## src/rtl/uart_rx_line_collect.sv

```systemverilog
// uart_rx_line_collect
// Assembles received UART bytes into an ASCII command line. A working buffer
// collects the next line while the published line waits for its ack.
// Characters are stored MSB-first: char 0 occupies the top byte, and unused
// positions hold 0x20.

module uart_rx_line_collect #(
    parameter int MAX_CHARS = 32
) (
    input  logic                           i_clk_20mhz,
    input  logic                           i_rst_20mhz,
    input  logic [7:0]                     i_rx_data,
    input  logic                           i_rx_valid,
    output logic [MAX_CHARS*8-1:0]         o_line_ascii,
    output logic [$clog2(MAX_CHARS+1)-1:0] o_line_len,
    output logic                           o_line_valid,
    input  logic                           i_line_ack,
    output logic                           o_err_overflow,
    output logic                           o_err_overrun
);

    localparam int CW = $clog2(MAX_CHARS + 1);
    localparam int LW = MAX_CHARS * 8;
    localparam logic [LW-1:0] BLANK = {MAX_CHARS{8'h20}};
    localparam logic [CW-1:0] FULL  = CW'(MAX_CHARS);

    typedef enum logic [0:0] {
        ST_RXLINE_COLL = 1'b0,
        ST_RXLINE_SKIP = 1'b1
    } state_t;

    state_t          r_state;
    state_t          w_state_nxt;
    logic [LW-1:0]   r_work;
    logic [LW-1:0]   w_work_nxt;
    logic [CW-1:0]   r_count;
    logic [CW-1:0]   w_count_nxt;
    logic [LW-1:0]   r_line;
    logic [LW-1:0]   w_line_nxt;
    logic [CW-1:0]   r_len;
    logic [CW-1:0]   w_len_nxt;
    logic            r_valid;
    logic            w_valid_nxt;
    logic            r_ovf;
    logic            w_ovf_nxt;
    logic            r_ovr;
    logic            w_ovr_nxt;

    logic            w_is_term;
    logic            w_is_bs;
    logic            w_is_print;
    logic            w_pub_ok;

    assign w_is_term  = (i_rx_data == 8'h0D) || (i_rx_data == 8'h0A);
    assign w_is_bs    = (i_rx_data == 8'h08) || (i_rx_data == 8'h7F);
    assign w_is_print = (i_rx_data >= 8'h20) && (i_rx_data <= 8'h7E);
    // An ack in the same cycle frees the output slot for the new line.
    assign w_pub_ok   = !r_valid || i_line_ack;

    // Register all state; async reset restores the idle, blank condition.
    always_ff @(posedge i_clk_20mhz or posedge i_rst_20mhz) begin
        if (i_rst_20mhz) begin
            r_state <= ST_RXLINE_COLL;
            r_work  <= BLANK;
            r_count <= '0;
            r_line  <= BLANK;
            r_len   <= '0;
            r_valid <= 1'b0;
            r_ovf   <= 1'b0;
            r_ovr   <= 1'b0;
        end else begin
            r_state <= w_state_nxt;
            r_work  <= w_work_nxt;
            r_count <= w_count_nxt;
            r_line  <= w_line_nxt;
            r_len   <= w_len_nxt;
            r_valid <= w_valid_nxt;
            r_ovf   <= w_ovf_nxt;
            r_ovr   <= w_ovr_nxt;
        end
    end

    // Next-state: byte classification, line editing, publish and handshake.
    always_comb begin
        w_state_nxt = r_state;
        w_work_nxt  = r_work;
        w_count_nxt = r_count;
        w_line_nxt  = r_line;
        w_len_nxt   = r_len;
        w_valid_nxt = r_valid;
        w_ovf_nxt   = 1'b0;
        w_ovr_nxt   = 1'b0;

        if (r_valid && i_line_ack) begin
            w_valid_nxt = 1'b0;
        end

        if (i_rx_valid) begin
            case (r_state)
                ST_RXLINE_COLL: begin
                    if (w_is_print) begin
                        if (r_count < FULL) begin
                            for (int unsigned i = 0; i < MAX_CHARS; i++) begin
                                if (CW'(i) == r_count) begin
                                    w_work_nxt[(MAX_CHARS-1-i)*8 +: 8] = i_rx_data;
                                end
                            end
                            w_count_nxt = r_count + 1'b1;
                        end else begin
                            w_ovf_nxt   = 1'b1;
                            w_work_nxt  = BLANK;
                            w_count_nxt = '0;
                            w_state_nxt = ST_RXLINE_SKIP;
                        end
                    end else if (w_is_bs) begin
                        if (r_count != '0) begin
                            for (int unsigned i = 0; i < MAX_CHARS; i++) begin
                                if (CW'(i + 1) == r_count) begin
                                    w_work_nxt[(MAX_CHARS-1-i)*8 +: 8] = 8'h20;
                                end
                            end
                            w_count_nxt = r_count - 1'b1;
                        end
                    end else if (w_is_term) begin
                        if (r_count != '0) begin
                            if (w_pub_ok) begin
                                w_line_nxt  = r_work;
                                w_len_nxt   = r_count;
                                w_valid_nxt = 1'b1;
                            end else begin
                                w_ovr_nxt = 1'b1;
                            end
                            w_work_nxt  = BLANK;
                            w_count_nxt = '0;
                        end
                    end
                end
                ST_RXLINE_SKIP: begin
                    // Working buffer was already cleared on entry.
                    if (w_is_term) begin
                        w_state_nxt = ST_RXLINE_COLL;
                    end
                end
                default: begin
                    w_state_nxt = ST_RXLINE_COLL;
                end
            endcase
        end
    end

    assign o_line_ascii   = r_line;
    assign o_line_len     = r_len;
    assign o_line_valid   = r_valid;
    assign o_err_overflow = r_ovf;
    assign o_err_overrun  = r_ovr;

endmodule
```

## config.mk

```make
export PLATFORM = sky130hd
export DESIGN_NAME = uart_rx_line_collect
export DESIGN_NICKNAME = d
export VERILOG_FILES = /design/src/rtl/uart_rx_line_collect.sv
export SDC_FILE = /design/constraint.sdc
export NUM_CORES = 1
export LEC_CHECK = 0
export ABC_AREA = 1
export CAP_MARGIN = 40
export CORE_MARGIN = 5
export CORE_UTILIZATION = 45
export DETAILED_ROUTE_END_ITERATION = 8
export HOLD_SLACK_MARGIN = 0.05
export PLACE_DENSITY = 0.75
export SETUP_SLACK_MARGIN = 0.1
export SLEW_MARGIN = 20
export SYNTH_ARGS = -nofsm -noshare
export SYNTH_HDL_FRONTEND = slang
export SYNTH_SLANG_ARGS = --single-unit
```

## constraint.sdc

```tcl
create_clock -name i_clk_20mhz -period 26.3 [get_ports i_clk_20mhz]
set_input_delay 5.26 -clock i_clk_20mhz [delete_from_list [all_inputs] [get_ports i_clk_20mhz]]
set_output_delay 5.26 -clock i_clk_20mhz [all_outputs]
set_load 0.02 [all_outputs]
```

Wiring by layer:
Bar = 50 microns.
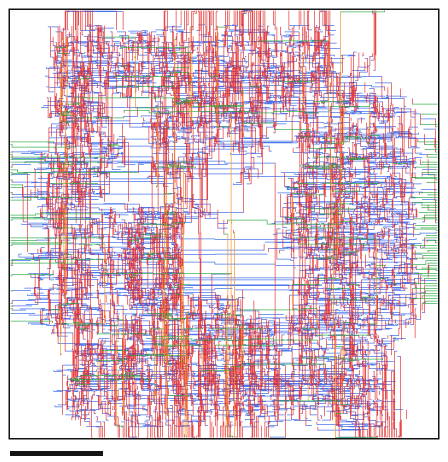
met3 -> green  # wire length 3700 microns
met4 -> orange  # wire length 2380 microns
met1 -> blue  # wire length 25.4 mm
met2 -> red  # wire length 29.0 mm

Cell placement:
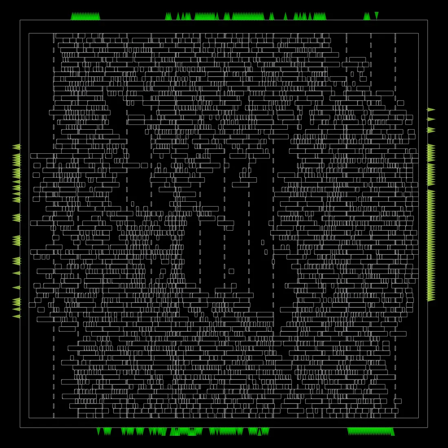
number of well-tap cells placed: 615
area of the placeable core: 0.0479 sq mm

Clock wires, drivers and flops:
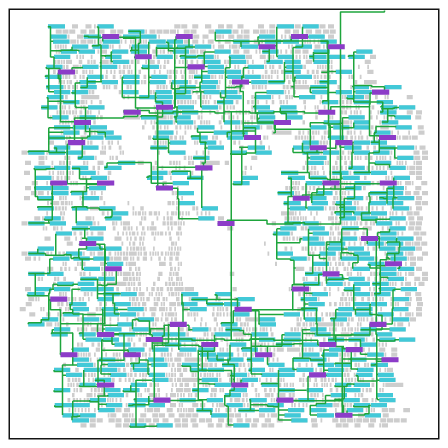
clock wires -> green  # length 6160 microns
cells driving clock nets -> purple  # count 53
flip-flops -> cyan  # count 528
routed clock nets = 54
flops lie = spread over the die

Wires at chosen ports, followed through buffers:
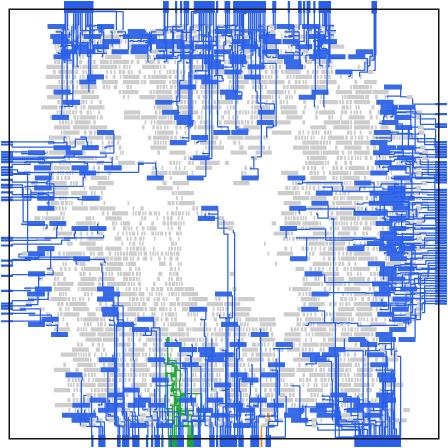
i_rx_data -> green  # direction input, end cells 16, buffers 8, wire 347 microns
i_line_ack -> orange  # direction input, end cells 1, buffers 1, wire 11.6 microns
o_line_ascii -> blue  # direction output, end cells 256, buffers 256, wire 11600 microns
boundary pin count: 277
port buffer count: 276

Ports around the boundary:
Pins as bars across the die edge, other pins in grey.
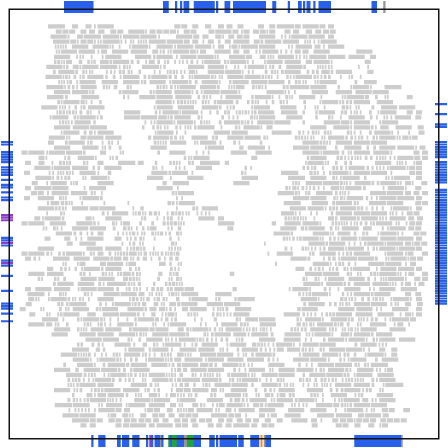
i_line_ack -> orange  # pins 1, direction input, edge south
i_rx_data -> green  # pins 8, direction input, edge south
o_line_ascii -> blue  # pins 256, direction output, edge 82 south, 79 north, 66 east, 29 west
o_line_len -> purple  # pins 6, direction output, edge 5 west, 1 south
Die Span Y: 231 microns
overall die width: 231 microns

==> Changelog: implementation <==
### Implementation results

* Synthesized Nets at 2506
* Non-clk invs at 85
* Non-clk bufs at 308
* Final worst path period share at 0.321
* Routed wl met3 at 3700 microns
* Post-detailed-route wirelength per cell at 18.0 microns
* Synth Area in Compound Gates at 0.0214
* Area contributors post-synth: dfrtp_1, nand2_1, nand3_1
* Worst slew margin relative to its limit at 0.184
* Sequential share of cell area at 0.494
* Worst Hold Depth at 2
* Clock tree buffer depth at 3
* Placed Instances at 3251
* Number of search-and-repair iterations in the first detailed-routing pass at 5
* Net switching share of the total power at 0.302
* Setup slack of the worst register-to-register path at 22.31 ns
* Final weighted congestion of routability-driven global placement at 0.840
* Fraction of layout instances using a drive strength above 1 at 0.0949
* Total congestion overflow after global routing at 0
* Number of CTS-inserted buffers at 53
* Diodes inserted at 0
* Area after detailed placement at 0.0250 sq mm
* Setup WS pre-CTS at 17.06 ns
* Synth Area in XOR/XNOR at 0.000800
* Comb pwr at 0.000420 W
* Final Setup Violations at 0
* Commonest Layout Cell: nand2_1
* Uppermost routed layer: met4
* Clock buffers at 82
* Clock root cell: clkbuf_16
* Net total in the final layout at 2711
* Adder and majority cell fraction of the synthesized area at 0.00229
* Fin Clk Skew at 0.0104 ns
* Share of power burned in the clock network at 0.340
* Critical Path Max Stage Delay at 0.77 ns
* Comb area share at 0.278
* Power drawn by the sequential cells at 0.00109 W
* Worst-path clk slew at 0.06 ns
* Placement row count at 80
* Footprint of the multi-input gates at 0.00747 sq mm
* Post-route cell area at 0.0269 sq mm
* Endpoint kind of the worst setup timing path: flip-flop
* Min Hold Slack at 0.462 ns
* Setup Buffers After CTS at 0
* Comb area leader: simple AND/OR/NAND/NOR gates
* Core Util at FP at 0.457
* Overall routing resource usage at 0.225
* Flops after synth at 528
* Buffers and inverters on the worst path at 4
* Count of pins over their slew limit at 0
* Crit Path Category: in2reg
* Status: completed
* Number of nets still failing antenna checks after routing at 0
* Sequential element share of the synthesized area at 0.607
* Hold Crit Class: reg2reg
* First-pass GRT wire length at 97300 microns
* Clock Sink Count at 528
* Routed wire length at 60500 microns
* Met3 capacity usage during global routing at 0.0446
* CP top delay family: buffers and inverters
* Number of hold buffers added after cts at 0
* Remaining routing DRC violations at 0
* Setup repair after global routing missed its margin: no
* Stages on worst setup path at 14
* Global-route layer with the greatest usage: met2
* Worst slew pin tran at 1.22 ns
* Basic Gates by Area at 0.314
* Total net switching power at 0.000692 W
* Total met2 wirelength after detailed routing at 29000 microns
* Dominant synthesized flop cell: dfrtp_1
* Minimum period implied by the final worst setup slack at 8.45 ns
* Crit path DRT at 26.78 ns
* Syn Area/Cell at 8.79 sq um
* Number of cells in the yosys synthesis report at 2490
* Total Power at 0.00229 W
* Fin. Hold Viols at 0
* TritonCTS clock tree: done
* Multiplexer share of the synthesized area at 0
* Multi-input comb cells at 1719
* CP Cell Sequence: clkdlybuf4s50_1 > nand2_1 > nor2_1 > nand2_1 > buf_4 > nand2_1 > nand2_1 > nand2_1 > nor2_4 > buf_4 > buf_4 > nand2_1 > nand2_1 > nand2_1
* Clk pwr at 0.000779 W
* Pwr Density at 85.2 mW/mm^2
* Mapped cell area at 0.0219 sq mm
* Initial DRC count at 1424
* Origin of the critical flop-to-flop path: r_count[0]
* Endpoint of the worst register-to-register path: o_line_ascii[55]
* Min-Delay Endpoint: o_line_ascii[197]
* P&R area growth vs syn at 22.9%
* Total of fill cells in the finished design at 4140
* Clock buffers and inverters, area share at 0.0682
* Peak fanout along the critical path at 86
* Biggest area consumer among synthesized cells: dfrtp_1
* Setup crit start kind: primary input
* Top Layout Cells: nand2_1, nand3_1, dfrtp_1, clkdlybuf4s50_1, dfstp_2
* Slack of the critical path at 17.85 ns
* Count of distinct cell types in the synthesized netlist at 29
* Largest net degree at the start of global routing at 213
* Timing-limited maximum frequency at 118 MHz
* Part of the power in registers at 0.477
* Vias in the first global route at 17600
* Dpl hpwl at 38900 microns
* Leakage at 13.7 nW
* Insertion delay to the later sink of the worst-skew pair at 0.59 ns
* Main power-consuming group: sequential cells
* Fin Setup TNS at 0 ns
* Post-DR vias/cell at 5.33
* Slowest stage cell on the critical path: buf_4
* Maximum level of the CTS H-tree at 2
* Worst vdd ir at 0.0439 mV
* Antenna violations before repair at 0
* Number of warning messages in the logs at 35
* Registers at 528
* Warnings, synthesis at 0
* Hold_sp: o_line_ascii[197]
* Most area-hungry cell class in the final design: sequential cells
* Met2 layer usage reported by global route at 0.369
* CP Launch Point: i_rx_data[1]
No activity file was given, so power comes from the tool's default toggle rates.
